`src/rtl/knn_sort_ctrl.sv`:
```
// knn_sort_ctrl: sequencer around the K=5 bitonic sorter.
// Front side: takes 4-distance batches from the distance calculators and
// feeds the sorter (clear, sorting indication, registered distances).
// Back side: after the sorter pipeline drains, majority-votes the K
// nearest-neighbour group bits and reports the class with a done pulse.
//
// Optional feature (macro KNN_SORT_CTRL_TIMEOUT_EN): an idle-beat watchdog
// in SORT that aborts the query after TIMEOUT_CYCLES cycles without an
// accepted beat and reports it on o_timeout.
//
// Handshake: a batch transfers on every rising clk edge where
// i_dist_valid && o_dist_ready. o_dist_ready depends only on controller
// state and the accepted-beat count, never on i_dist_valid, and the source
// must hold i_distance stable while i_dist_valid is high and not yet taken.
module knn_sort_ctrl #(
  parameter int DIST_W         = 12,
  parameter int NUM_DIST       = 4,
  parameter int K              = 5,
  parameter int BATCH_CNT_W    = 10,
  parameter int SORT_LATENCY   = 2,
  parameter int TIMEOUT_CYCLES = 1024
) (
  input  logic                         clk,
  input  logic                         rst,
  input  logic                         i_start,
  input  logic [BATCH_CNT_W-1:0]       i_num_batches,
  input  logic                         i_dist_valid,
  input  logic [DIST_W*NUM_DIST-1:0]   i_distance,
  output logic                         o_dist_ready,
  output logic                         o_sorting_indication,
  output logic [DIST_W*NUM_DIST-1:0]   o_distance,
  output logic                         o_clr_smallest_data_regs,
  input  logic [K-1:0]                 i_5_smallest_distances_group_bit,
  output logic                         o_busy,
  output logic                         o_done,
  output logic                         o_class,
  output logic [2:0]                   o_vote_count,
  output logic                         o_empty,
`ifdef KNN_SORT_CTRL_TIMEOUT_EN
  output logic                         o_timeout,
`endif
  output logic [2:0]                   o_dbg_state
);

  localparam int DRAIN_W = (SORT_LATENCY < 2) ? 1 : $clog2(SORT_LATENCY + 1);
  localparam int VOTE_W  = $clog2(K + 1);

  typedef enum logic [2:0] {
    IDLE  = 3'd0,
    CLEAR = 3'd1,
    SORT  = 3'd2,
    DRAIN = 3'd3,
    VOTE  = 3'd4
  } state_t;

  state_t                 state;
  logic [BATCH_CNT_W-1:0] num_batches_q;
  logic [BATCH_CNT_W-1:0] batch_cnt;
  logic [DRAIN_W-1:0]     drain_cnt;
  logic [VOTE_W-1:0]      vote_sum;
  logic                   accept;
  logic                   last_beat;

`ifdef KNN_SORT_CTRL_TIMEOUT_EN
  localparam int TO_W = $clog2(TIMEOUT_CYCLES + 1);
  logic [TO_W-1:0] idle_cnt;
`else
  logic unused_timeout_cfg;
  assign unused_timeout_cfg = (TIMEOUT_CYCLES > 0);
`endif

  assign o_dbg_state = state;

  // Ready only in SORT while fewer beats than requested have been taken;
  // the count update at the last accepted beat drops ready right after it.
  assign o_dist_ready = (state == SORT) && (batch_cnt < num_batches_q);
  assign accept       = i_dist_valid && o_dist_ready;
  assign last_beat    = accept && ((batch_cnt + BATCH_CNT_W'(1)) == num_batches_q);

  // Population count of the sorter's group bits for the majority vote.
  always_comb begin
    vote_sum = '0;
    for (int i = 0; i < K; i++) begin
      vote_sum = vote_sum + VOTE_W'(i_5_smallest_distances_group_bit[i]);
    end
  end

  // Main sequencer: state, counters and every registered output.
  always_ff @(posedge clk or negedge rst) begin
    if (!rst) begin
      state                    <= IDLE;
      num_batches_q            <= '0;
      batch_cnt                <= '0;
      drain_cnt                <= '0;
      o_sorting_indication     <= 1'b0;
      o_distance               <= '0;
      o_clr_smallest_data_regs <= 1'b0;
      o_busy                   <= 1'b0;
      o_done                   <= 1'b0;
      o_class                  <= 1'b0;
      o_vote_count             <= '0;
      o_empty                  <= 1'b0;
`ifdef KNN_SORT_CTRL_TIMEOUT_EN
      idle_cnt                 <= '0;
      o_timeout                <= 1'b0;
`endif
    end else begin
      // Pulses default low; the distance register only moves on a beat.
      o_done                   <= 1'b0;
      o_clr_smallest_data_regs <= 1'b0;
      o_sorting_indication     <= accept;
      if (accept) begin
        o_distance <= i_distance;
      end
`ifdef KNN_SORT_CTRL_TIMEOUT_EN
      o_timeout <= 1'b0;
`endif

      case (state)
        IDLE: begin
          if (i_start) begin
            o_class      <= 1'b0;
            o_vote_count <= '0;
            batch_cnt    <= '0;
            if (i_num_batches != '0) begin
              num_batches_q            <= i_num_batches;
              o_busy                   <= 1'b1;
              o_empty                  <= 1'b0;
              o_clr_smallest_data_regs <= 1'b1;
              state                    <= CLEAR;
            end else begin
              // Empty query: nothing to sort, report immediately.
              o_done  <= 1'b1;
              o_empty <= 1'b1;
            end
          end
        end

        CLEAR: begin
          // The clear pulse is visible during this single cycle.
`ifdef KNN_SORT_CTRL_TIMEOUT_EN
          idle_cnt <= '0;
`endif
          state <= SORT;
        end

        SORT: begin
          if (accept) begin
            batch_cnt <= batch_cnt + BATCH_CNT_W'(1);
`ifdef KNN_SORT_CTRL_TIMEOUT_EN
            idle_cnt  <= '0;
`endif
            if (last_beat) begin
              drain_cnt <= '0;
              state     <= DRAIN;
            end
          end
`ifdef KNN_SORT_CTRL_TIMEOUT_EN
          else if (idle_cnt == TO_W'(TIMEOUT_CYCLES - 1)) begin
            // Source stalled too long: abort, clear the sorter, report.
            o_clr_smallest_data_regs <= 1'b1;
            o_done                   <= 1'b1;
            o_timeout                <= 1'b1;
            o_class                  <= 1'b0;
            o_vote_count             <= '0;
            o_empty                  <= 1'b0;
            o_busy                   <= 1'b0;
            idle_cnt                 <= '0;
            state                    <= IDLE;
          end else begin
            idle_cnt <= idle_cnt + TO_W'(1);
          end
`endif
        end

        DRAIN: begin
          // First DRAIN cycle carries the final indication; the remaining
          // cycles let the sorter pipeline settle before the vote.
          if (drain_cnt == DRAIN_W'(SORT_LATENCY - 1)) begin
            drain_cnt <= '0;
            state     <= VOTE;
          end else begin
            drain_cnt <= drain_cnt + DRAIN_W'(1);
          end
        end

        VOTE: begin
          o_vote_count <= 3'(vote_sum);
          o_class      <= (vote_sum >= VOTE_W'((K + 1) / 2));
          o_done       <= 1'b1;
          o_busy       <= 1'b0;
          state        <= IDLE;
        end

        default: begin
          state <= IDLE;
        end
      endcase
    end
  end

endmodule

```
`config.mk`:
```
export PLATFORM = sky130hd
export DESIGN_NAME = knn_sort_ctrl
export DESIGN_NICKNAME = d
export VERILOG_FILES = /design/src/rtl/knn_sort_ctrl.sv
export SDC_FILE = /design/constraint.sdc
export NUM_CORES = 1
export LEC_CHECK = 0
export CAP_MARGIN = 20
export CORE_ASPECT_RATIO = 2
export CORE_MARGIN = 2
export CORE_UTILIZATION = 46
export DETAILED_ROUTE_END_ITERATION = 6
export PLACE_DENSITY_LB_ADDON = 0.2
export SLEW_MARGIN = 40
export SYNTH_ARGS = -nofsm -noshare
export SYNTH_HDL_FRONTEND = slang
export SYNTH_SLANG_ARGS = --single-unit
```
`constraint.sdc`:
```
create_clock -name clk -period 3 [get_ports clk]
set_clock_uncertainty 0.1 [all_clocks]
set_input_delay 0.75 -clock clk [delete_from_list [all_inputs] [get_ports clk]]
set_output_delay 0.75 -clock clk [all_outputs]
set_load 0.05 [all_outputs]
```
==> changes_impl.md <==
## Implementation

- Outcome: finished, final reports clean
- Post-CTS Setup Bufs: 0
- Shortest period the worst path allows: 2.887 ns
- Ys flops: 82
- Post-synth top area cell: dfrtp_1
- I/O pin total: 128
- Via count: 3367
- FF-to-FF setup slack: 0.49 ns
- Clk buf depth: 2
- Simple-gate portion of the synthesized area: 0.2498
- Cell Chain, Critical Path: inv_1 -> ha_1 -> o21a_1 -> o211ai_1 -> a41o_1 -> and2_1 -> buf_12
- Ys Warns: 0
- Top cells excl fill/tap: 178 x nand2_1, 125 x clkdlybuf4s50_1, 82 x dfrtp_1
- Via density: 5.109
- Vias in the first global route: 3633
- Most numerous logic cell after layout: nand2_1
- Max frequency: 0.3464 GHz
- Residual DRC: 0
- Die Ht: 132.0 um
- Crit path required time: 2.15 ns
- Drt pass-1 iters: 4
- PD cells: 1172 nW/um^2
- Core area: 7943 um^2
- First-pass GRT wire length: 16.92 mm
- Number of port buffers: 127
- Main flop type: dfrtp_1
- Setup-failing EPs final: 0
- Yosys stat cell total: 426
- Setup WS pre-CTS: 0.1908 ns
- Max Slew Vio Count: 0
- Share of post-route cells with drive strength above 1: 0.06217
- Total Routing Usage GR: 0.2487
- Grt total ovfl: 0
- Worst skew pair latency: 0.34 ns
- Unrepaired setup endpoints after global routing: no
- RR Startpoint: batch_cnt[1]$_DFFE_PN0P_
- Setup TNS: 0 ns
- Hold Path Class: in2async
- Crit path kind: reg2out
- Worst Reg-to-Reg Cells: 7
- Critical Path End Type: primary output
- Post-synth ARST share: 1.000
- Synthesized Nets: 507
- Post-DP HPWL: 7.563 mm
- Synth top cells by count: 178 x nand2_1, 82 x dfrtp_1, 29 x o21ai_0, 19 x inv_1, 17 x nor2_1
- CP Launch Type: register
- Post-CTS sizing: 0
- CTS Hold Bufs: 0
- Max_slew headroom: 0.6273
- Final hold vios: 0
- Gate Count Post-Synth: 426
- Mapped Area: 3767 um^2
- Slowest Stage Delay on Critical Path: 0.42 ns
- Leakage: 2.637 nW
- Starting DRC count in detailed routing: 287
- Top logic family: simple AND/OR/NAND/NOR gates
- Yosys cell types: 44
- Syn-to-layout area delta: 45.50%
- Max-Cap Viols: 0
- Initial antenna violation count: 0
[per-stage QoR]
stage | instances | hold slack (ns) | cell area, um^2 | power (mW)
after floorplan | 426 | 0.3544 | 3767 | 4.106
after global placement | 645 | 0.3571 | 5206 | 5.326
after detailed placement | 645 | 0.3607 | 5206 | 5.401
after CTS | 659 | 0.3280 | 5482 | 6.477
after global routing | 659 | 0.3520 | 5482 | 6.796
final | 659 | 0.3076 | 5482 | 6.422
[flip-flops by register name, summed over array words and instances, names as in the netlist]
register and cells:
o_empty 1, batch_cnt 10, drain_cnt 2, o_done 1, o_dbg_state 3, num_batches_q 10
o_distance 48, o_clr_smallest_data_regs 1, o_sorting_indication 1, o_vote_count 3, o_busy 1, o_class 1
[cell type report]
cell class | instances | area [um^2]
fillers | 623 | 2461
flip-flops and latches | 82 | 2052
multi-input cells | 309 | 1585
repair buffers | 138 | 1374
clock buffers | 11 | 232.7
well taps | 96 | 120.1
inverters | 20 | 75.07
clock inverters | 3 | 42.54
[report_power, final]
| group | leakage [nW] | switching, mW | internal (mW) |
|---|---|---|---|
| sequential | 1.04 | 0.325 | 1.56 |
| combinational | 1.47 | 2.31 | 1.19 |
| clock | 0.131 | 0.408 | 0.634 |
| total | 2.64 | 3.04 | 3.38 |
[metal layers]
metal,vias up,share of wire,global-route usage
met2,95,0.57,0.4250
met1,1602,0.35,0.2732
met3,26,0.048,0.06319
met4,0,0.039,0.1233
li1,1644,-,-
met5,-,0,0
[critical path, delay by kind of cell, from the launching register on]
kind | cells | cell delay, ns
flip-flops | 1 | 0.42
AND/OR/NAND/NOR | 1 | 0.20
buffers and inverters | 2 | 0.24
adder cells (fa/ha/maj) | 1 | 0.29
AND-OR/OR-AND | 3 | 0.56
Figure 1. Routed metal, one colour a layer.
Drawn at 4 px/um.
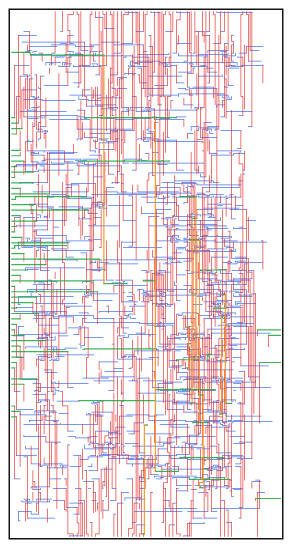
Green marks metal 3, wire length 485 um. Red marks metal 2, wire length 5690 um. Blue marks metal 1, wire length 3500 um. Orange marks metal 4, wire length 391 um.

Figure 2. PDN straps and rails.
Drawn at 4 px/um. Pins as bars on the die edge. Tap cells in grey.
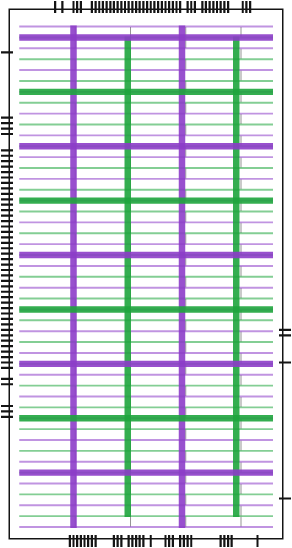
Green marks VDD. Purple marks VSS.
96 tap cells. 9 straps on met5. 128 signal pins sit on the boundary.

No activity file was given, so power comes from the tool's default toggle rates.
